===== src/rtl/uart_fifo_pkg.sv =====
// Shared defaults and helpers for the UART buffering FIFO: pointer wrap at an
// arbitrary depth and the occupancy-counter width.
package uart_fifo_pkg;

    localparam int DEF_DATA_W    = 8;
    localparam int DEF_DEPTH     = 16;
    localparam int DEF_AF_THRESH = 14;
    localparam int DEF_AE_THRESH = 2;

    // Increment with an explicit wrap at depth-1, so depth need not be a power of 2.
    function automatic int unsigned ptr_wrap_inc(input int unsigned ptr, input int unsigned depth);
        return (ptr == depth - 1) ? 0 : ptr + 1;
    endfunction

    // Occupancy spans 0..depth inclusive, hence depth+1 distinct values.
    function automatic int level_width(input int depth);
        return $clog2(depth + 1);
    endfunction

endpackage


===== src/rtl/fifo_mem.sv =====
// FIFO storage: DEPTH x DATA_W array with a synchronous write port and an
// asynchronous read port, so the top can choose registered or fall-through reads.
module fifo_mem #(
    parameter int DATA_W = 8,
    parameter int DEPTH  = 16,
    parameter int PTR_W  = $clog2(DEPTH)
) (
    input  logic              clk,
    input  logic              we,
    input  logic [PTR_W-1:0]  waddr,
    input  logic [DATA_W-1:0] wdata,
    input  logic [PTR_W-1:0]  raddr,
    output logic [DATA_W-1:0] rdata
);

    logic [DATA_W-1:0] mem_q [DEPTH];

    // Contents are deliberately not reset; validity is tracked by the pointers.
    always_ff @(posedge clk) begin
        if (we) begin
            mem_q[waddr] <= wdata;
        end
    end

    assign rdata = mem_q[raddr];

endmodule


===== src/rtl/uart_sync_fifo.sv =====
// Single-clock UART data FIFO with arbitrary depth, occupancy and threshold flags,
// sticky overflow/underflow, synchronous flush and optional first-word-fall-through.
module uart_sync_fifo
    import uart_fifo_pkg::*;
#(
    parameter int DATA_W    = DEF_DATA_W,
    parameter int DEPTH     = DEF_DEPTH,
    parameter int AF_THRESH = DEF_AF_THRESH,
    parameter int AE_THRESH = DEF_AE_THRESH,
    parameter int FWFT      = 0
) (
    input  logic                          clk,
    input  logic                          rst,
    input  logic                          flush,
    input  logic                          wr_en,
    input  logic [DATA_W-1:0]             wr_data,
    input  logic                          rd_en,
    output logic [DATA_W-1:0]             rd_data,
    output logic                          rd_valid,
    output logic                          empty,
    output logic                          full,
    output logic                          almost_empty,
    output logic                          almost_full,
    output logic [level_width(DEPTH)-1:0] level,
    output logic                          overflow,
    output logic                          underflow
);

    localparam int PTR_W = $clog2(DEPTH);
    localparam int LVL_W = level_width(DEPTH);

    if (DATA_W < 1) begin : g_bad_data_w
        $error("uart_sync_fifo: DATA_W must be >= 1");
    end
    if (DEPTH < 2) begin : g_bad_depth
        $error("uart_sync_fifo: DEPTH must be >= 2");
    end
    if (AF_THRESH < 1 || AF_THRESH > DEPTH) begin : g_bad_af
        $error("uart_sync_fifo: AF_THRESH must lie in 1..DEPTH");
    end
    if (AE_THRESH < 0 || AE_THRESH > DEPTH - 1) begin : g_bad_ae
        $error("uart_sync_fifo: AE_THRESH must lie in 0..DEPTH-1");
    end

    logic [PTR_W-1:0]  wr_ptr_q, wr_ptr_d;
    logic [PTR_W-1:0]  rd_ptr_q, rd_ptr_d;
    logic [LVL_W-1:0]  level_q, level_d;
    logic              overflow_q, overflow_d;
    logic              underflow_q, underflow_d;
    logic              empty_w, full_w;
    logic              wr_acc, rd_acc;
    logic [DATA_W-1:0] mem_rdata;

    // Flags decode only the registered level, so they never glitch on input changes.
    assign empty_w      = (level_q == '0);
    assign full_w       = (level_q == LVL_W'(DEPTH));
    assign empty        = empty_w;
    assign full         = full_w;
    assign almost_empty = (level_q <= LVL_W'(AE_THRESH));
    assign almost_full  = (level_q >= LVL_W'(AF_THRESH));
    assign level        = level_q;
    assign overflow     = overflow_q;
    assign underflow    = underflow_q;

    assign wr_acc = wr_en & ~full_w  & ~flush;
    assign rd_acc = rd_en & ~empty_w & ~flush;

    always_comb begin
        wr_ptr_d    = wr_ptr_q;
        rd_ptr_d    = rd_ptr_q;
        level_d     = level_q;
        overflow_d  = overflow_q;
        underflow_d = underflow_q;
        if (flush) begin
            wr_ptr_d    = '0;
            rd_ptr_d    = '0;
            level_d     = '0;
            overflow_d  = 1'b0;
            underflow_d = 1'b0;
        end else begin
            if (wr_acc) begin
                wr_ptr_d = PTR_W'(ptr_wrap_inc(32'(wr_ptr_q), 32'(DEPTH)));
            end
            if (rd_acc) begin
                rd_ptr_d = PTR_W'(ptr_wrap_inc(32'(rd_ptr_q), 32'(DEPTH)));
            end
            if (wr_acc && !rd_acc) begin
                level_d = level_q + LVL_W'(1);
            end else if (rd_acc && !wr_acc) begin
                level_d = level_q - LVL_W'(1);
            end
            overflow_d  = overflow_q  | (wr_en & full_w);
            underflow_d = underflow_q | (rd_en & empty_w);
        end
    end

    always_ff @(posedge clk or posedge rst) begin
        if (rst) begin
            wr_ptr_q    <= '0;
            rd_ptr_q    <= '0;
            level_q     <= '0;
            overflow_q  <= 1'b0;
            underflow_q <= 1'b0;
        end else begin
            wr_ptr_q    <= wr_ptr_d;
            rd_ptr_q    <= rd_ptr_d;
            level_q     <= level_d;
            overflow_q  <= overflow_d;
            underflow_q <= underflow_d;
        end
    end

    fifo_mem #(
        .DATA_W (DATA_W),
        .DEPTH  (DEPTH),
        .PTR_W  (PTR_W)
    ) u_mem (
        .clk   (clk),
        .we    (wr_acc),
        .waddr (wr_ptr_q),
        .wdata (wr_data),
        .raddr (rd_ptr_q),
        .rdata (mem_rdata)
    );

    if (FWFT != 0) begin : g_fwft
        assign rd_data  = mem_rdata;
        assign rd_valid = ~empty_w;
    end else begin : g_reg_read
        logic [DATA_W-1:0] rd_data_q;
        logic              rd_valid_q;

        // rd_data keeps the last popped word (also across flush); rd_valid is a 1-cycle pulse.
        always_ff @(posedge clk or posedge rst) begin
            if (rst) begin
                rd_data_q  <= '0;
                rd_valid_q <= 1'b0;
            end else begin
                rd_valid_q <= rd_acc;
                if (rd_acc) begin
                    rd_data_q <= mem_rdata;
                end
            end
        end

        assign rd_data  = rd_data_q;
        assign rd_valid = rd_valid_q;
    end

endmodule


===== config.mk =====
export PLATFORM = sky130hd
export DESIGN_NAME = uart_sync_fifo
export DESIGN_NICKNAME = d
export VERILOG_FILES = /design/src/rtl/uart_fifo_pkg.sv /design/src/rtl/fifo_mem.sv /design/src/rtl/uart_sync_fifo.sv
export SDC_FILE = /design/constraint.sdc
export NUM_CORES = 1
export LEC_CHECK = 0
export ABC_AREA = 1
export CORE_ASPECT_RATIO = 0.9
export CORE_UTILIZATION = 61
export CTS_CLUSTER_SIZE = 14
export DETAILED_ROUTE_END_ITERATION = 7
export GPL_ROUTABILITY_DRIVEN = 0
export HOLD_SLACK_MARGIN = 0.1
export PLACE_DENSITY = 0.89
export SLEW_MARGIN = 0
export SYNTH_ARGS = -nofsm -noshare
export SYNTH_HDL_FRONTEND = slang
export SYNTH_SLANG_ARGS = --single-unit

===== constraint.sdc =====
create_clock -name clk -period 3.74 [get_ports clk]
set_input_delay 0.561 -clock clk [delete_from_list [all_inputs] [get_ports clk]]
set_output_delay 0.561 -clock clk [all_outputs]
set_load 0.01 [all_outputs]

==> Changelog: implementation, run 1 <==
### Implementation results

* Clock buffer depth at 2
* Share of cells above drive strength 1 at 0.0762
* CTS tree: built
* WL/cell at 19.9 µm
* Top Ports at 33
* Tool warning count at 30
* Highest Signal Layer: met4
* R2R Path End: rd_data[7]$_DFFE_PP0P_
* Initial antenna violation count at 0
* Filler cell count at 637
* Floorplan Utilization at 0.631
* Critical Path End: level[4]$_DFFE_PP0P_
* Clock group at 1.77 mW
* Num CTS Buffers at 17
* Crit path max-delay family: simple AND/OR/NAND/NOR gates
* Final hold vios at 0
* Vias/cell at 6.01
* Fa+ha+maj area frac at 0.0204
* Worst path cell trace: clkdlybuf4s50_1 -> inv_4 -> nand3_2 -> nand2_4 -> ha_1 -> a21oi_1 -> nand3_1 -> nand2_1 -> inv_1 -> nand2_1 -> nand2_1 -> nand2_1 -> nand2_1
* Max stage delay on crit path at 610 ps
* Num rows at 35
* Clock Latency Late Sink at 430 ps
* Seq share, synth at 0.684
* Most common cell on crit path: nand2_1
* Clock Skews at 7.28 ps
* Peak VDD IR at between 700 and 800 µV
* Slowest cell on the critical path: clkdlybuf4s50_1
* Status: finished, final reports clean
* Max Cap Viol at 0
* Comb pwr share at 0.241
* Syn. warnings at 0
* Startpoint types: primary input
* Setup TNS at 0 ps
* Layout area overhead at 14.5%
* Antenna-violating nets left at 0
* Worst min-delay path startpoint: rd_data[0]$_DFFE_PP0P_
* DIE WIDTH at 111 µm
* Worst r2r src: rd_ptr_q[2]$_DFFE_PP0P_
* Leak Pwr at 2.79 nW
* P_int at around 3.5 mW
* Number of global-route vias before repair at 4542
* Largest net degree at the start of global routing at 67
* Cell count after synthesis at 591
* Sequential share of power at 0.407
* Mapped Nets at 614
* Mapped Area at 0.00650 mm²
* Hold EP: rd_data[0]$_DFFE_PP0P_
* Critical Path AT at 2910 ps
* Actual slew at the worst max-slew pin at 1060 ps
* Flop2flop setup slack at ~1300 ps
* Yosys cell count at 591
* 1st-iter DRT viols at 592
* Comb. pwr at 1.21 mW
* Xor/xnor share of the synthesized area at 0.00404
* Max frequency at ~390 MHz
* Mean area per synthesized cell at between 10 and 15 µm²
* Core Area at 0.0103 mm²
* Die height at 99.9 µm
* Chip Area, Yosys at ~0.0065 mm²
* Htree depth at 4
* Crit Path Class: in -> reg
* Sw frac at 0.304
* Antenna diodes at 0
* Pwr per Cell Area at 676 mW/mm²
* Layout Nets at 640
* Dpl hpwl at a little over 9000 µm
* Crit end category: flop
* Worst-path fanout max at 14
* Port buffer count at 32
* Clock network power share at 0.352
run 1: registers in the layout, indices dropped and copies added, names as in the netlist:
register	count
rd_ptr_q	4
overflow	1
u_mem.mem_q	128
rd_valid	1
rd_data	8
underflow	1
level	5
wr_ptr_q	4
run 1: synthesized netlist by cell type:
cell type | count | area, µm²
o32ai_1 | 1 | 8.76
nor2_1 | 115 | 432
dfrtp_1 | 24 | 601
clkbuf_1 | 5 | 18.8
o21ai_1 | 32 | 160
inv_2 | 4 | 15.0
nand2_2 | 4 | 25.0
a21oi_1 | 6 | 30.0
xnor2_1 | 2 | 17.5
ha_1 | 9 | 113
a21oi_2 | 1 | 8.76
nand3_2 | 2 | 20.0
nand2_4 | 1 | 11.3
buf_6 | 5 | 56.3
nor2_8 | 1 | 20.0
buf_1 | 1 | 3.75
nor2_2 | 2 | 12.5
nand3_1 | 61 | 305
o22ai_1 | 2 | 12.5
inv_4 | 1 | 6.26
buf_4 | 4 | 30.0
o21ai_0 | 27 | 135
edfxtp_1 | 128 | 3840
fa_1 | 1 | 20.0
xor2_1 | 1 | 8.76
nand2_1 | 126 | 473
buf_2 | 12 | 60.1
inv_1 | 11 | 41.3
nand4_1 | 1 | 6.26
clkinv_1 | 1 | 3.75
run 1: layout make-up:
type	instances	area, µm²	share of cell area
sequential	152	4450	0.598
multi-input combinational	395	1820	0.245
clock buffer	18	429	0.0577
timing repair buffer	34	335	0.0451
clock inverter	14	181	0.0244
tap	129	161	0.0217
inverter	17	66.3	0.00892
run 1: metrics by stage:
stage	instances	area [µm²]	hold WS, ps	setup slack (ps)	total power [mW]
finish	759	7440	492	1150	5.03
global route	759	7440	510	1040	5.24
CTS	759	7440	489	1190	5.02
detailed placement	727	6830	473	768	3.25
global placement	727	6830	473	891	3.20
floorplan	591	6500	515	1740	2.84
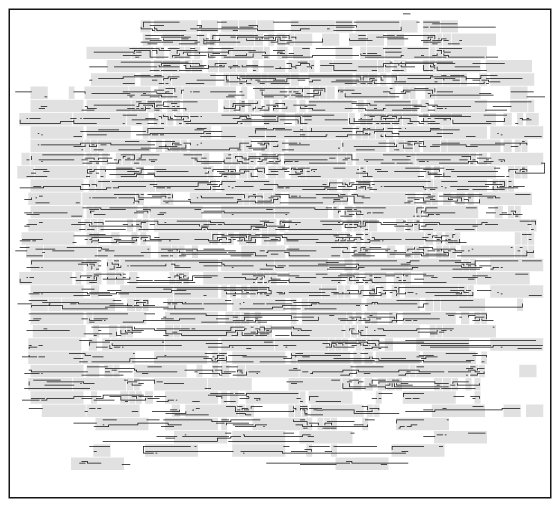
Fig. 1. The metal 1 layer (run 1).
- share of all routed wire: 40%
- main direction: horizontal
- longest straight run: 55.7 µm
- nets with wire on the layer: 589
Post-Route WL: 15100 µm
met1 Use GR: 0.377
via count: 4560

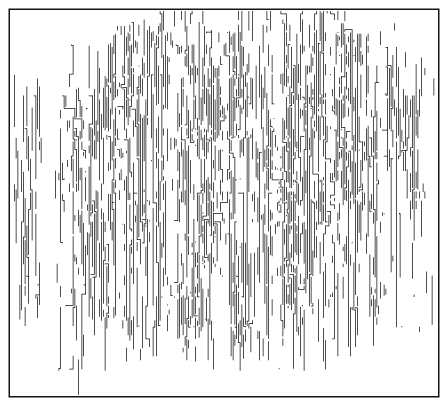
Fig. 2. Metal 2 (run 1).
- share of all routed wire: 48%
- main direction: vertical

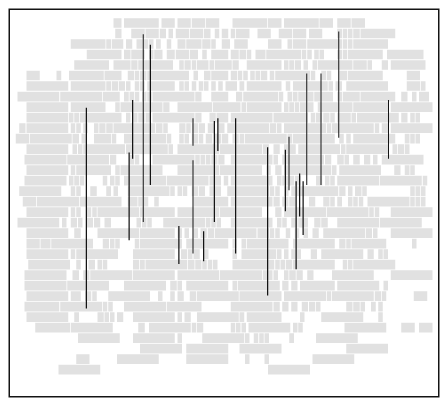
Fig. 3. Metal 4 (run 1).
- main direction: vertical
- nets with wire on the layer: 20
- longest straight run: 51.7 µm

--- run 2 (diff from run 1) ---
- CORE_UTILIZATION: 61 -> 60
- PLACE_DENSITY: 0.89 -> 0.88
- clock period: 3.74 -> 2.5 ns (I/O delays scaled with it)
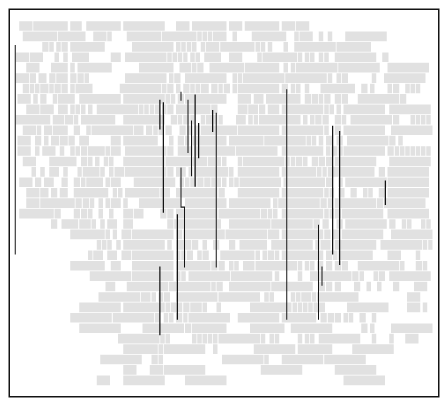
Fig. 4. Metal 4 (run 2).
- wire length on this layer: 433 µm
- share of all routed wire: 2.9%

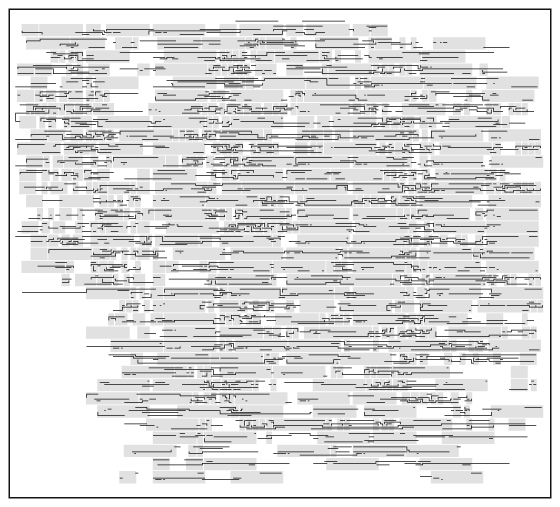
Fig. 5. The metal 1 layer (run 2).
- share of all routed wire: 39%
- nets with wire on the layer: 619
- wire length on this layer: 5840 µm
- main direction: horizontal
via count: 4683
met1 Use GR: 0.363
Post-Route WL: 14800 µm

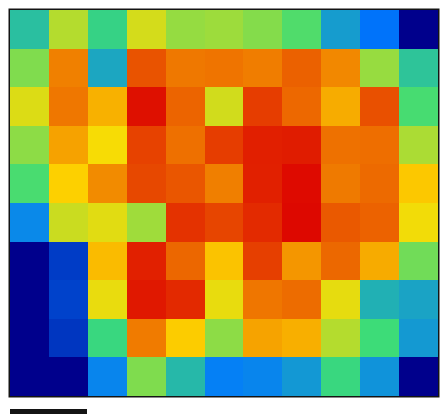
Fig. 6. Cell area per tile (run 2).
The bar under the picture is 20 µm long. 11 x 10 tiles, from dark blue (low) to red (high), 0 to 100% covered.
- tiles over 75% full: 50%
- fullest tile: 99%
- nearly empty tiles: 6.4%
- densest ninth of the die: center

==> run 2 against run 1 <==
The flow now finishes with violations (design-rule violations); sequential share of layout area decreased by 1.1 points; largest cell class unchanged; first-iteration DRC count up 14%; largest power group unchanged; clock skew is 4.7 ps higher; combinational power grew 54%; via count is 2.7% higher; area after synthesis unchanged; core utilization grew 0.76 points; setup slack lost 930 ps.
==> Changelog: implementation, run 2 <==
### Implementation results

* Worst path cell trace: nor2_2 -> nand3_2 -> nand2_2 -> nor2_8 -> nand2_4 -> ha_1 -> a21oi_1 -> nand3_1 -> nand2_1 -> inv_1 -> nand2_1 -> nand2_1 -> nand2_1 -> nand2_1
* Flop2flop setup slack at 210 ps (-1090 ps)
* Share of cells above drive strength 1 at 0.112 (+0.0356)
* Pwr per Cell Area at 970 mW/mm² (+43%)
* Filler cell count at 653 (+2.5%)
* Worst r2r src: level[1]$_DFFE_PP0P_
* Dpl cells at 750 (+3.2%)
* Reg clk slew, reported paths at about 70 ps
* Status: finished, violations left
* Cts hold-fix bufs at 0
* Die height at 101 µm (+0.81%)
* Final hold vios at 0 (unchanged)
* 1st-iter DRT viols at 677 (+14%)
* Most frequent cells after synthesis: edfxtp_1, nand2_1, nor2_1
* Mapped Nets at 614 (unchanged)
* Hold_ws at 254 ps (-237 ps)
* Leak Pwr at 2.90 nW (+3.7%)
* Initial antenna violation count at 0 (unchanged)
* Clock Skews at 12.0 ps (+4.69 ps)
* DIE WIDTH at 112 µm (+0.81%)
* Antenna-violating nets left at 0 (unchanged)
* Yosys cell count at 591 (unchanged)
* Failing checks: design-rule violations
* Cell count after synthesis at 591 (unchanged)
* Htree depth at 4 (unchanged)
* Logic area at 0.00182 mm² (unchanged)
* Setup TNS at 0 ps (unchanged)
* R2R Path End: level[4]$_DFFE_PP0P_
* Vias/cell at 5.99 (-0.32%)
* Seq share, synth at 0.684 (unchanged)
* Syn. warnings at 0 (unchanged)
* Residual DRC count at 1
* Port buffer count at 32 (unchanged)
* Layout Nets at 663 (+3.6%)
* Max Cap Viol at 0 (unchanged)
* Most instantiated library cell after synthesis: edfxtp_1
* Post-synthesis register bit count at 152
* Num CTS Buffers at 17 (unchanged)
* Antenna diodes at 0 (unchanged)
* Startpoint types: flop
* Layout area overhead at 16.7%
* Crit end category: flop
* Max stage delay on crit path at 500 ps (-110 ps)
* Dpl hpwl at 8800 µm (-3.7%)
* Largest net degree at the start of global routing at 67 (unchanged)
* Floorplan Utilization at 0.626 (-0.00533)
* Register name with the most flops: u_mem.mem_q
* Register area at 0.00445 mm² (unchanged)
* Top Ports at 33 (unchanged)
* Core Area at 0.0104 mm² (+0.85%)
* Crit Path Class: reg -> reg
* Mean area per synthesized cell at 11.0 µm² (unchanged)
* Asr flop ratio synth at 0.158 (unchanged)
* Primary FF master, synth: edfxtp_1
* Actual slew at the worst max-slew pin at 715 ps (-346 ps)
* Chip Area, Yosys at 0.00650 mm² (unchanged)
* Num rows at 35 (unchanged)
* Max reg flops at 128 (unchanged)
* Number of global-route vias before repair at 4565 (+0.51%)
* Most common cell on crit path: nand2_1
* Area share, top type at 0.591 (unchanged)
* WL/cell at 18.9 µm (-4.8%)
* Clock buffer depth at 2 (unchanged)
* Tool warning count at 30 (unchanged)
* CTS tree: built
* EDFF count, synth at 128 (unchanged)
* Crit path max-delay family: simple AND/OR/NAND/NOR gates
* Slowest cell on the critical path: dfrtp_1
* Cell area leaders: edfxtp_1, dfrtp_1, nand2_1
* Worst-path fanout max at 8 (-6)
* Post-Layout Cell Count at 782 (+3.0%)
run 2: cell counts after synthesis:
Identical to the previous run, type by type.
run 2: how the worst max path moves through the flow:
stage	start	to
floorplan	level[1]$_DFFE_PP0P_	level[4]$_DFFE_PP0P_
global placement	flush	level[4]$_DFFE_PP0P_
detailed placement	flush	level[4]$_DFFE_PP0P_
CTS	level[1]$_DFFE_PP0P_	full
global route	level[1]$_DFFE_PP0P_	level[4]$_DFFE_PP0P_
finish	level[1]$_DFFE_PP0P_	level[4]$_DFFE_PP0P_
run 2: area by class of cell:
cell class,instances,area share
clock buffer,17,0.0561
tap,129,0.0213
timing repair buffer,57,0.0687
inverter,17,0.00875
multi-input combinational,395,0.240
sequential,152,0.586
clock inverter,15,0.0188
run 2: power breakdown:
part | internal, mW | switching [mW]
Sequential | 2.90 | 0.131
Combinational | 0.709 | 1.15
Clock | 1.39 | 1.08
run 2: metrics by stage:
stage | power (mW) | utilization | cell area (µm²) | worst slack (ps)
final | 7.35 | 0.730 | 7580 | 214
after global routing | 7.64 | 0.730 | 7580 | 55.2
after CTS | 7.35 | 0.730 | 7580 | 247
after detailed placement | 4.88 | 0.676 | 7010 | -11.7
after global placement | 4.78 | 0.676 | 7010 | 132
after floorplan | 4.25 | - | 6500 | 504
run 2: logic make-up (layout without fill, tap and decap cells):
| family | count (synthesis) | in the layout | synth area share |
|---|---|---|---|
| AOI/OAI and AO/OA | 69 | 69 | 0.0547 |
| buffers and inverters | 44 | 106 | 0.0362 |
| and+or+nand+nor | 313 | 313 | 0.201 |
| xor gates and xnor gates | 3 | 3 | 0.00404 |
| DFF | 152 | 152 | 0.684 |
| adders and majority gates | 10 | 10 | 0.0204 |
run 2: metal layers:
layer,routed length (µm),global-route usage
met5,0,0
met4,433,0.155
met3,1370,0.0535
met2,7170,0.464
met1,5840,0.363
Power and IR drop assume default switching activity.
